### src/rtl/upd_llr_pkg.sv
// Shared definitions for the slow-PHY to LLR unpacker: lane geometry,
// FSM state encoding and a lane-extract helper.
`timescale 1ns/1ps
package upd_llr_pkg;

  localparam int DATA_W = 16;
  localparam int LANES  = 8;
  localparam int WORD_W = DATA_W * LANES;

  typedef enum logic [2:0] {
    ST_IDLE  = 3'd0,
    ST_FETCH = 3'd1,
    ST_CAPT  = 3'd2,
    ST_OUT0  = 3'd3,
    ST_OUT1  = 3'd4
  } state_e;

  // Lane k of a FIFO word lives in bits [16k+15:16k].
  function automatic logic [DATA_W-1:0] lane_get(input logic [WORD_W-1:0] word,
                                                  input logic [2:0]        idx);
    lane_get = word[int'(idx) * DATA_W +: DATA_W];
  endfunction

endpackage

### src/rtl/upd_llr_noise_sel.sv
// Noise word holding register plus the lane/RE counters that decide which
// noise lane accompanies each RE pair and when a fresh noise word is needed.
`timescale 1ns/1ps
module upd_llr_noise_sel
  import upd_llr_pkg::*;
(
  input  logic              i_core_clk,
  input  logic              i_rx_rstn,
  input  logic              i_fsm_rstn,
  input  logic              i_clear,
  input  logic              i_load,
  input  logic [WORD_W-1:0] i_noise_word,
  input  logic              i_advance,
  input  logic [15:0]       i_rate_eff,
  output logic [DATA_W-1:0] o_noise,
  output logic              o_need_noise
);

  logic [WORD_W-1:0] r_noise_word;
  logic [2:0]        r_nidx;
  logic [15:0]       r_nre;
  logic              r_need_noise;
  logic [16:0]       w_nre_next;

  // Extra bit so a rate near 16'hFFFF cannot wrap the compare.
  assign w_nre_next   = {1'b0, r_nre} + 17'd2;
  assign o_noise      = lane_get(r_noise_word, r_nidx);
  assign o_need_noise = r_need_noise;

  // Holding register for the most recently popped noise word.
  always_ff @(posedge i_core_clk) begin
    if (!i_rx_rstn) begin
      r_noise_word <= '0;
    end else if (i_load) begin
      r_noise_word <= i_noise_word;
    end else begin
      r_noise_word <= r_noise_word;
    end
  end

  // Lane index / RE-within-lane counters; a new user always starts with a fresh word.
  always_ff @(posedge i_core_clk) begin
    if (!i_fsm_rstn || i_clear) begin
      r_nidx       <= 3'd0;
      r_nre        <= 16'd0;
      r_need_noise <= 1'b1;
    end else if (i_load) begin
      r_nidx       <= 3'd0;
      r_need_noise <= 1'b0;
    end else if (i_advance) begin
      if (w_nre_next >= {1'b0, i_rate_eff}) begin
        r_nre  <= 16'd0;
        r_nidx <= r_nidx + 3'd1;
        if (r_nidx == 3'd7) begin
          r_need_noise <= 1'b1;
        end
      end else begin
        r_nre <= w_nre_next[15:0];
      end
    end
  end

endmodule

### src/rtl/upd_slow_phy_to_llr.sv
// Unpacks 128-bit IQ/noise FIFO words into per-strobe RE pairs for the
// LLR engine. One IQ word (4 REs) yields up to two pairs, 4 cycles per word.
`timescale 1ns/1ps
module upd_slow_phy_to_llr
  import upd_llr_pkg::*;
(
  input  logic              i_core_clk,
  input  logic              i_rx_rstn,
  input  logic              i_rx_fsm_rstn,
  input  logic [15:0]       i_user_iq_noise_rate,
  input  logic [15:0]       i_cur_user_re_amounts,
  input  logic [WORD_W-1:0] IQ_Data_SUM,
  input  logic [WORD_W-1:0] Noise_Data_SUM,
  input  logic              IQ_FIFO_Empty,
  input  logic              Noise_FIFO_Empty,
  output logic              IQ_FIFO_Read_Enable,
  output logic              Noise_FIFO_Read_Enable,
  output logic              o_data_strobe,
  output logic [DATA_W-1:0] o_re0_data_i,
  output logic [DATA_W-1:0] o_re0_data_q,
  output logic [DATA_W-1:0] o_re1_data_i,
  output logic [DATA_W-1:0] o_re1_data_q,
  output logic [DATA_W-1:0] o_noise_data
);

  state_e            r_state;
  logic [15:0]       r_rate_eff;
  logic [16:0]       r_amount_eff;
  logic [16:0]       r_re_count;
  logic [WORD_W-1:0] r_iq_word;

  logic              w_fsm_rstn;
  logic              w_need_noise;
  logic              w_go;
  logic              w_fetch_go;
  logic              w_out;
  logic              w_hi;
  logic [15:0]       w_rate_even;
  logic [15:0]       w_rate_eff;
  logic [16:0]       w_amount_inc;
  logic [16:0]       w_amount_eff;
  logic [16:0]       w_re_next;
  logic [DATA_W-1:0] w_noise;

  // Either reset aborts the current user, so the FSM sees both.
  assign w_fsm_rstn   = i_rx_rstn & i_rx_fsm_rstn;

  // Even rate, at least 2, keeps noise changes on pair boundaries.
  assign w_rate_even  = i_user_iq_noise_rate & 16'hFFFE;
  assign w_rate_eff   = (w_rate_even < 16'd2) ? 16'd2 : w_rate_even;
  // Odd RE amounts round up to a whole pair; 17 bits so 16'hFFFF survives.
  assign w_amount_inc = {1'b0, i_cur_user_re_amounts} + 17'd1;
  assign w_amount_eff = w_amount_inc & 17'h1FFFE;
  assign w_re_next    = r_re_count + 17'd2;

  assign w_go         = !IQ_FIFO_Empty && (!w_need_noise || !Noise_FIFO_Empty);
  assign w_fetch_go   = (r_state == ST_FETCH) && w_go && w_fsm_rstn;
  assign w_out        = ((r_state == ST_OUT0) || (r_state == ST_OUT1)) && w_fsm_rstn;
  assign w_hi         = (r_state == ST_OUT1);

  // Pops are combinational so the FIFO sees them in the same cycle as go.
  assign IQ_FIFO_Read_Enable    = w_fetch_go;
  assign Noise_FIFO_Read_Enable = w_fetch_go && w_need_noise;

  upd_llr_noise_sel u_noise_sel (
    .i_core_clk   (i_core_clk),
    .i_rx_rstn    (i_rx_rstn),
    .i_fsm_rstn   (w_fsm_rstn),
    .i_clear      (r_state == ST_IDLE),
    .i_load       ((r_state == ST_CAPT) && w_need_noise),
    .i_noise_word (Noise_Data_SUM),
    .i_advance    (w_out),
    .i_rate_eff   (r_rate_eff),
    .o_noise      (w_noise),
    .o_need_noise (w_need_noise)
  );

  // User sequencing: latch per-user settings, fetch, capture, emit one or two pairs.
  always_ff @(posedge i_core_clk) begin
    if (!w_fsm_rstn) begin
      r_state      <= ST_IDLE;
      r_rate_eff   <= 16'd2;
      r_amount_eff <= 17'd0;
      r_re_count   <= 17'd0;
    end else begin
      case (r_state)
        ST_IDLE: begin
          r_rate_eff   <= w_rate_eff;
          r_amount_eff <= w_amount_eff;
          r_re_count   <= 17'd0;
          r_state      <= (w_amount_eff != 17'd0) ? ST_FETCH : ST_IDLE;
        end
        ST_FETCH: begin
          r_state <= w_go ? ST_CAPT : ST_FETCH;
        end
        ST_CAPT: begin
          r_state <= ST_OUT0;
        end
        ST_OUT0: begin
          r_re_count <= w_re_next;
          r_state    <= (w_re_next >= r_amount_eff) ? ST_IDLE : ST_OUT1;
        end
        ST_OUT1: begin
          r_re_count <= w_re_next;
          r_state    <= (w_re_next >= r_amount_eff) ? ST_IDLE : ST_FETCH;
        end
        default: begin
          r_state <= ST_IDLE;
        end
      endcase
    end
  end

  // IQ holding register and registered pair outputs; data holds between strobes.
  always_ff @(posedge i_core_clk) begin
    if (!i_rx_rstn) begin
      r_iq_word     <= '0;
      o_data_strobe <= 1'b0;
      o_re0_data_i  <= '0;
      o_re0_data_q  <= '0;
      o_re1_data_i  <= '0;
      o_re1_data_q  <= '0;
      o_noise_data  <= '0;
    end else begin
      o_data_strobe <= w_out;
      if (r_state == ST_CAPT) begin
        r_iq_word <= IQ_Data_SUM;
      end
      if (w_out) begin
        o_re0_data_i <= lane_get(r_iq_word, {w_hi, 2'b00});
        o_re0_data_q <= lane_get(r_iq_word, {w_hi, 2'b01});
        o_re1_data_i <= lane_get(r_iq_word, {w_hi, 2'b10});
        o_re1_data_q <= lane_get(r_iq_word, {w_hi, 2'b11});
        o_noise_data <= w_noise;
      end
    end
  end

endmodule

### config.mk
export PLATFORM = sky130hd
export DESIGN_NAME = upd_slow_phy_to_llr
export DESIGN_NICKNAME = d
export VERILOG_FILES = /design/src/rtl/upd_llr_pkg.sv /design/src/rtl/upd_llr_noise_sel.sv /design/src/rtl/upd_slow_phy_to_llr.sv
export SDC_FILE = /design/constraint.sdc
export NUM_CORES = 1
export LEC_CHECK = 0
export ABC_AREA = 1
export CAP_MARGIN = 20
export CORE_AREA = 2 2 173 209
export CTS_CLUSTER_SIZE = 24
export DETAILED_ROUTE_END_ITERATION = 8
export DIE_AREA = 0 0 175 211
export PLACE_DENSITY = 0.75
export SLEW_MARGIN = 5
export SYNTH_ARGS = -nofsm -noshare
export SYNTH_HDL_FRONTEND = slang
export SYNTH_SLANG_ARGS = --single-unit
### constraint.sdc
create_clock -name i_core_clk -period 4.45 [get_ports i_core_clk]
set_clock_uncertainty 0.2 [all_clocks]
set_input_delay 0.89 -clock i_core_clk [delete_from_list [all_inputs] [get_ports i_core_clk]]
set_output_delay 0.89 -clock i_core_clk [all_outputs]
set_load 0.02 [all_outputs]
==> CHANGELOG.md, run 1 <==
### Physical design

* Buffers inserted during post-CTS setup optimization at 0
* Global-route wire length before repair at 81100 um
* Register bit total from synthesis at 406
* Worst Reg2Reg Path Length in Cells at 8
* Hold WS at 256 ps
* Run status: complete, no violations
* Avg WL per Cell at 16.7 um
* Setup Viol. Count Final at 0
* Vias in the first global route at 15900
* Maximum vdd drop at 266 uV
* Slew @ Worst Pin at 1120 ps
* Hold path cells at 2
* Distinct lib cells used at 44
* Final Total Pwr at 7.87 mW
* Leakage at 8.59 nW
* Pin count of the biggest net entering global routing at 209
* Crit path DRT at 3360 ps
* Total routing usage reported by global routing at 27.0%
* Worst flop-to-flop path endpoint: u_noise_sel.r_noise_word[48]$_SDFFE_PN0P_
* Iteration count of the initial detailed-routing pass at 5
* Max_slew headroom at 25.3%
* Fraction of final layout cells sized beyond drive strength 1 at 5.01%
* Drc violations at 0
* Initial Utilization at 49.5%
* Share of synthesized area occupied by flip-flops and latches at 47.1%
* Most frequent logic cells in the routed design: nand2_1 (534), dfxtp_1 (404), clkdlybuf4s50_1 (373), nor2_1 (333), o21ai_0 (274)
* Initial antenna violation count at 5
* Area of the die at 0.0369 mm2
* Post-cts hold-fix buffer tally at 0
* Path class of the lowest-slack min-delay path: flop to flop
* Total number of warnings across the stage logs at 31
* Row Count at 75
* Clk slew on worst S/H paths at 60 ps
* Avg Cell Area, Syn at 7.47 um2
* Number of nets in the layout at 2913
* RePlAce Congestion at 0.886
* Part of the cycle the worst path needs at 80.3%
* Pins Over Slew Limit at 0
* Syn_nets at 2636
==> run 1: how the worst min path moves through the flow <==
| stage | endpoint | startpoint |
|---|---|---|
| 2_1_floorplan | u_noise_sel.r_noise_word[127]$_SDFFE_PN0P_ | u_noise_sel.r_noise_word[127]$_SDFFE_PN0P_ |
| 3_3_place_gp | u_noise_sel.r_noise_word[31]$_SDFFE_PN0P_ | u_noise_sel.r_noise_word[31]$_SDFFE_PN0P_ |
| 3_5_place_dp | u_noise_sel.r_noise_word[63]$_SDFFE_PN0P_ | u_noise_sel.r_noise_word[63]$_SDFFE_PN0P_ |
| 4_1_cts | u_noise_sel.r_noise_word[63]$_SDFFE_PN0P_ | u_noise_sel.r_noise_word[63]$_SDFFE_PN0P_ |
| 5_1_grt | r_iq_word[69]$_SDFFE_PN0N_ | r_iq_word[69]$_SDFFE_PN0N_ |
| 6_report | u_noise_sel.r_noise_word[63]$_SDFFE_PN0P_ | u_noise_sel.r_noise_word[63]$_SDFFE_PN0P_ |
==> run 1: critical path: stages <==
cell and delay [ps]:
clkdlybuf4s50_1 410, a21oi_1 230, nand2_1 160, nor3_1 160, clkdlybuf4s50_1 640
==> run 1: routing by layer <==
layer,up-vias,track usage (%),part of all wire [%]
met1,7645,32.2,40
met4,0,12.7,4.4
met5,-,0,0
met3,119,8.53,9.5
met2,603,44.2,46
li1,8188,-,-
==> run 1: layout make-up <==
| cell class | instances | area, um2 |
|---|---|---|
| Antenna cell | 5 | 12.5 |
| Clock buffer | 61 | 1210 |
| Clock inverter | 16 | 218 |
| Fill cell | 3000 | 12300 |
| Inverter | 108 | 412 |
| Multi-Input combinational cell | 1636 | 8030 |
| Sequential cell | 406 | 8130 |
| Tap cell | 462 | 578 |
| Timing Repair Buffer | 390 | 3920 |
==> run 1: logic make-up after synthesis <==
logic type	after synthesis	share of synthesized area, %
adder cells (fa/ha/maj)	36	2.61
AND-OR/OR-AND	567	18.1
multiplexers	30	1.74
XOR/XNOR	26	1.36
AND/OR/NAND/NOR	977	22.7
flip-flops	406	47.1
buffers and inverters	265	6.31
==> run 1: synth_stat cells (all sizes together) <==
cell type	instances
a21oi	174
o32ai	3
a22o	1
o31ai	1
clkbuf	95
nor4	4
dfxtp	406
nor2	339
o211ai	1
o21ai	275
mux2i	30
nand4	12
a32o	3
o21bai	1
a31oi	65
o22ai	11
xnor2	6
nand3b	2
o221ai	31
inv	108
xor2	20
nor2b	1
o21a	1
nor3b	1
nand2	551
nor3	11
ha	36
buf	62
nand3	56
==> run 1: where the power goes <==
part	switching [mW]	total, mW	leakage (nW)	internal [mW]
registers	0.0167	3.69	3.28	3.67
logic	0.230	0.519	4.62	0.289
clock network	1.47	3.66	0.700	2.19
==> run 1: stage by stage <==
stage | area (um2) | util [%] | worst slack [ps]
after floorplan | 17200 | - | 1600
after global placement | 21100 | 60.5 | 946
after detailed placement | 21100 | 60.5 | 898
after CTS | 22500 | 64.6 | 892
after global routing | 22500 | 64.7 | 793
final | 22500 | 64.7 | 878
==> run_1/io_placement.png <==
Pins as bars across the die edge, other pins in grey.
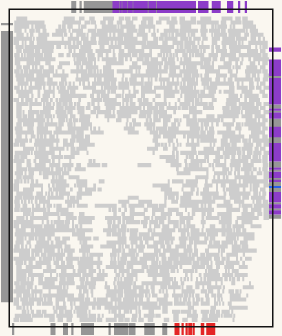
| colour | port | pins | direction | edge |
|---|---|---|---|---|
| red | `i_cur_user_re_amounts` | 16 | input | bottom |
| purple | `Noise_Data_SUM` | 128 | input | 73 top, 55 right |
| blue | `IQ_FIFO_Read_Enable` | 1 | output | right |
width of the chip: 175 um
vertical die dimension: 211 um
Port Buf Inserts: 374

==> run_1/layer_met3.png <==
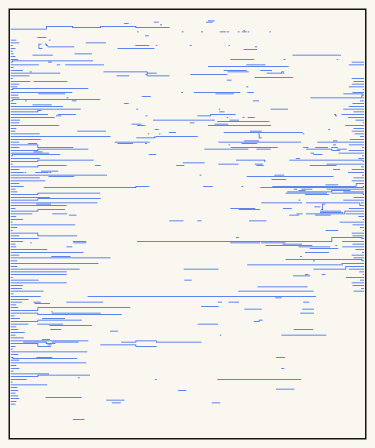
nets with wire on the layer: 324
wire length on this layer: 4900 um
share of all routed wire: 9.5%
grt met3 use: 8.53%
sum of routed wire length over all layers: 51600 um
via count of the routed design: 16600

==> run_1/wires.png <==
Only two layers are drawn.
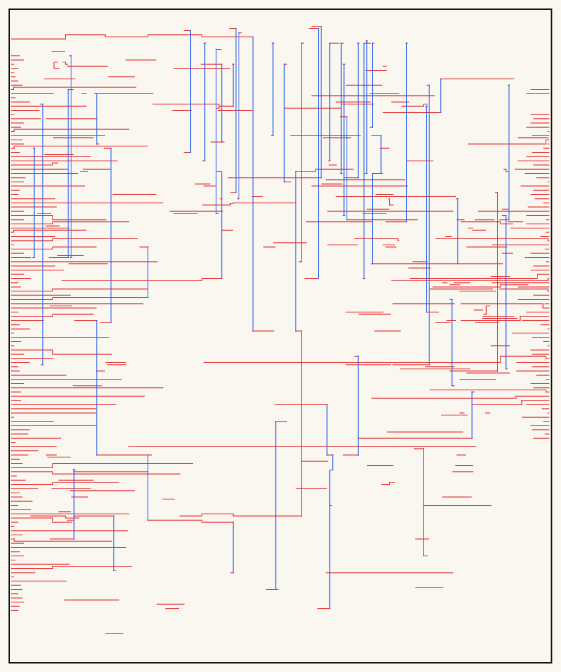
| colour | layer | wire length |
|---|---|---|
| blue | metal 4 | 2260 um |
| red | metal 3 | 4900 um |

==> run_1/flops_by_reg.png <==
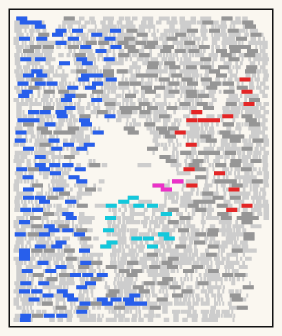
| colour | signal | flops |
|---|---|---|
| cyan | `u_noise_sel.r_nre` | 15 |
| magenta | `u_noise_sel.r_nidx` | 3 |
| blue | `r_iq_word` | 128 |
| red | `o_noise_data` | 16 |
not coloured: 244
proportion of cell area occupied by registers: 36.1%
sequential power: 3.69 mW

--- run 2 (diff from run 1) ---
--- a/config.mk
+++ b/config.mk
@@ -7,11 +7,11 @@
 export LEC_CHECK = 0
 export ABC_AREA = 1
 export CAP_MARGIN = 20
-export CORE_AREA = 2 2 173 209
+export CORE_AREA = 2 2 180 218
 export CTS_CLUSTER_SIZE = 24
 export DETAILED_ROUTE_END_ITERATION = 8
-export DIE_AREA = 0 0 175 211
-export PLACE_DENSITY = 0.75
+export DIE_AREA = 0 0 182 220
+export PLACE_DENSITY = 0.73
 export SLEW_MARGIN = 5
 export SYNTH_ARGS = -nofsm -noshare
 export SYNTH_HDL_FRONTEND = slang
==> constraint.sdc (replaced) <==
create_clock -name i_core_clk -period 3 [get_ports i_core_clk]
set_clock_uncertainty 0.2 [all_clocks]
set_input_delay 0.6 -clock i_core_clk [delete_from_list [all_inputs] [get_ports i_core_clk]]
set_output_delay 0.6 -clock i_core_clk [all_outputs]
set_load 0.02 [all_outputs]
==> run_2/wires.png <==
Only two layers are drawn.
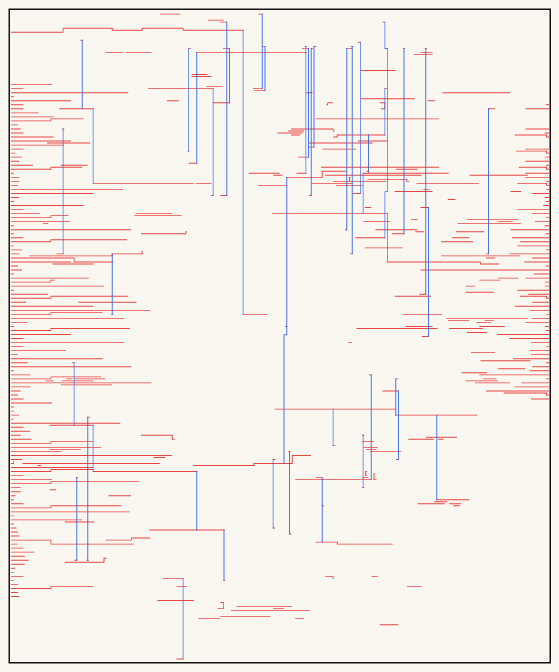
| colour | layer | wire length |
|---|---|---|
| red | metal 3 | 4140 um |
| blue | metal 4 | 1620 um |
via count of the routed design: 16700
sum of routed wire length over all layers: 52800 um
Avg WL per Cell: 16.9 um
total routing usage reported by global routing: 24.8%

==> CHANGELOG.md, run 2 <==
### Physical design

* Area of the die at 0.0400 mm2 (was 0.0369 mm2)
* Fraction of final layout cells sized beyond drive strength 1 at 7.58% (was 5.01%)
* Hold WS at 255 ps (was 256 ps)
* Maximum vdd drop at 496 uV (was 266 uV)
* Simple-gate portion of the synthesized area at 22.7% (unchanged)
* List of most frequent post-synthesis cells: nand2_1 (536), dfxtp_1 (406), nor2_1 (333), o21ai_0 (274), a21oi_1 (164) (unchanged)
* Part of the cycle the worst path needs at 95.6%
* Primary flip-flop cell chosen by synthesis mapping: dfxtp_1 (unchanged)
* Port Buf Inserts at 374 (unchanged)
* Slew @ Worst Pin at 1140 ps (was 1120 ps)
* Pins Over Slew Limit at 0 (unchanged)
* Avg Cell Area, Syn at 7.47 um2 (unchanged)
* Synth logic family: simple AND/OR/NAND/NOR gates (unchanged)
* EDFF count, synth at 0 (unchanged)
* Leakage at 8.91 nW (was 8.59 nW)
* Run status: complete, no violations (unchanged)
* Setup Viol. Count Final at 0 (unchanged)
* Area share of and-or/or-and cells after synthesis at 18.1% (unchanged)
* Setup ws final at 133 ps (was 878 ps)
* Number of nets in the layout at 2937 (was 2913)
* Path class of the lowest-slack min-delay path: flop to flop (unchanged)
* Pin count of the biggest net entering global routing at 130 (was 209)
* Worst flop-to-flop path endpoint: u_noise_sel.r_nre[15]$_SDFFE_PP0P_ (was u_noise_sel.r_noise_word[48]$_SDFFE_PN0P_)
* Part of the total power dissipated in the clock network at 46.7% (was 46.5%)
* Global-route wire length before repair at 80800 um (was 81100 um)
* Total number of warnings across the stage logs at 35 (was 31)
* Pre-CTS setup slack at 47.0 ps (was 898 ps)
* Clk slew on worst S/H paths at 60 ps (about the same)
* Share of synthesized area occupied by flip-flops and latches at 47.1% (unchanged)
* Distinct lib cells used at 44 (unchanged)
* Width of the chip at 182 um (was 175 um)
* Register bit total from synthesis at 406 (unchanged)
* Initial antenna violation count at 1 (was 5)
* Switching power share of the total at 22.2% (was 21.8%)
* Max_slew headroom at 24.3% (was 25.3%)
* Seq pwr share at 46.4% (was 46.9%)
* Vertical die dimension at 220 um (was 211 um)
* MUX share of area at 1.74% (unchanged)
* Post-synthesis share of cell area spent on full adders, half adders and majority gates at 2.61% (unchanged)
* Most frequent logic cells in the routed design: nand2_1 (524), dfxtp_1 (398), clkdlybuf4s50_1 (371), nor2_1 (326), o21ai_0 (273) (was nand2_1 (534), dfxtp_1 (404), clkdlybuf4s50_1 (373), nor2_1 (333), o21ai_0 (274))
==> run_2/io_placement.png <==
Pins as bars across the die edge, other pins in grey.
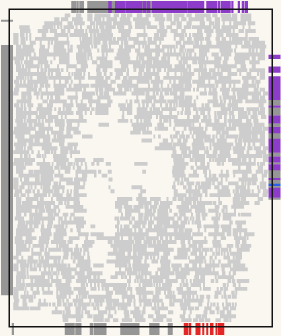
| colour | port | pins | direction | edge |
|---|---|---|---|---|
| purple | `Noise_Data_SUM` | 128 | input | 84 top, 44 right |
| red | `i_cur_user_re_amounts` | 16 | input | bottom |
| blue | `IQ_FIFO_Read_Enable` | 1 | output | right |
all pins by edge: 129 left, 116 top, 68 right, 63 bottom

## run 2: cell count changes in the layout (fill, tap and decap cells not counted), sizes merged
cell | before | now
bufinv | 5 | 4
inv | 106 | 110
clkinv | 11 | 8
clkbuf | 61 | 59
diode | 5 | 1
dlymetal6s2s | 0 | 2
buf | 17 | 40
clkdlybuf4s50 | 373 | 371
## run 2: critical path, stage by stage (launching register included)
cell and delay (ps):
dfxtp_4 370, ha_4 150, nand2_4 50, nor3_4 210, nand3_2 150, nor2_4 180
nand2_4 80, xnor2_4 160, ha_4 270, inv_2 40, nor2_2 120, nand2_1 80
nor2_2 100, nand2_2 70, nand3_4 220, clkinv_8 130, nand2_4 90, a21oi_2 50
## run 2: cell families (layout without fill, tap and decap cells)
group | after synthesis | count (layout)
flops | 406 | 406
xor+xnor | 26 | 26
compound gates | 567 | 567
mux | 30 | 30
other cells | 0 | 1
buf+inv | 265 | 596
fa+ha+maj | 36 | 36
simple gates | 977 | 977
## run 2: cell type report
type	instances	area, um2	share of cell area, %
clock inverters	15	199	0.864
inverters	108	425	1.85
diodes	1	2.50	0.0109
flip-flops and latches	406	8150	35.4
well taps	486	608	2.64
repair inverters	1	11.3	0.0489
repair buffers	413	4130	17.9
multi-input cells	1636	8230	35.8
clock buffers	59	1270	5.50
## run 2: power groups by stage
stage	Clock, mW	Combinational [mW]	Sequential, mW
6_report	5.51	0.815	5.47
4_1_cts	5.57	0.788	5.47
5_1_grt	5.81	0.875	5.47
3_5_place_dp	0	0.782	5.59
2_1_floorplan	0	0.284	5.59
3_3_place_gp	0	0.779	5.59
## run 2: stage by stage
step	area, um2	util [%]	total power, mW	setup TNS (ps)
after detailed placement	21300	55.8	6.37	0
after global placement	21300	55.8	6.37	0
after CTS	22700	59.6	11.8	0
after floorplan	17200	-	5.87	0
final	23000	60.3	11.8	0
after global routing	23000	60.3	12.2	-755
## run 2: worst min path at each step
stage	startpoint	end	cells past startpoint
after detailed placement	u_noise_sel.r_noise_word[31]$_SDFFE_PN0P_	u_noise_sel.r_noise_word[31]$_SDFFE_PN0P_	2
after floorplan	u_noise_sel.r_noise_word[127]$_SDFFE_PN0P_	u_noise_sel.r_noise_word[127]$_SDFFE_PN0P_	2
after global placement	u_noise_sel.r_noise_word[31]$_SDFFE_PN0P_	u_noise_sel.r_noise_word[31]$_SDFFE_PN0P_	2
final	u_noise_sel.r_noise_word[31]$_SDFFE_PN0P_	u_noise_sel.r_noise_word[31]$_SDFFE_PN0P_	2
after CTS	u_noise_sel.r_noise_word[31]$_SDFFE_PN0P_	u_noise_sel.r_noise_word[31]$_SDFFE_PN0P_	2
after global routing	r_iq_word[88]$_SDFFE_PN0N_	r_iq_word[88]$_SDFFE_PN0N_	2
## run 2: what timing repair did
action                                  in CTS  in global routing
setup buffers                                0                  5
hold buffers                                 0                  0
hold endpoints to repair                     0                  0
gates resized                                1                 60
gates cloned                                 0                  1
endpoints found under the setup margin       2                 23
pin swaps                                    0                 17
## run 2: layer usage
metal	GRT usage, %	routed length, um	vias to the layer above
li1	-	-	8229
met1	29.9	21400	7765
met2	42.9	25600	561
met3	6.76	4140	95
met4	8.39	1620	0
met5	0	0	-
Power figures rest on the tool's default switching activity, not on a simulated workload.
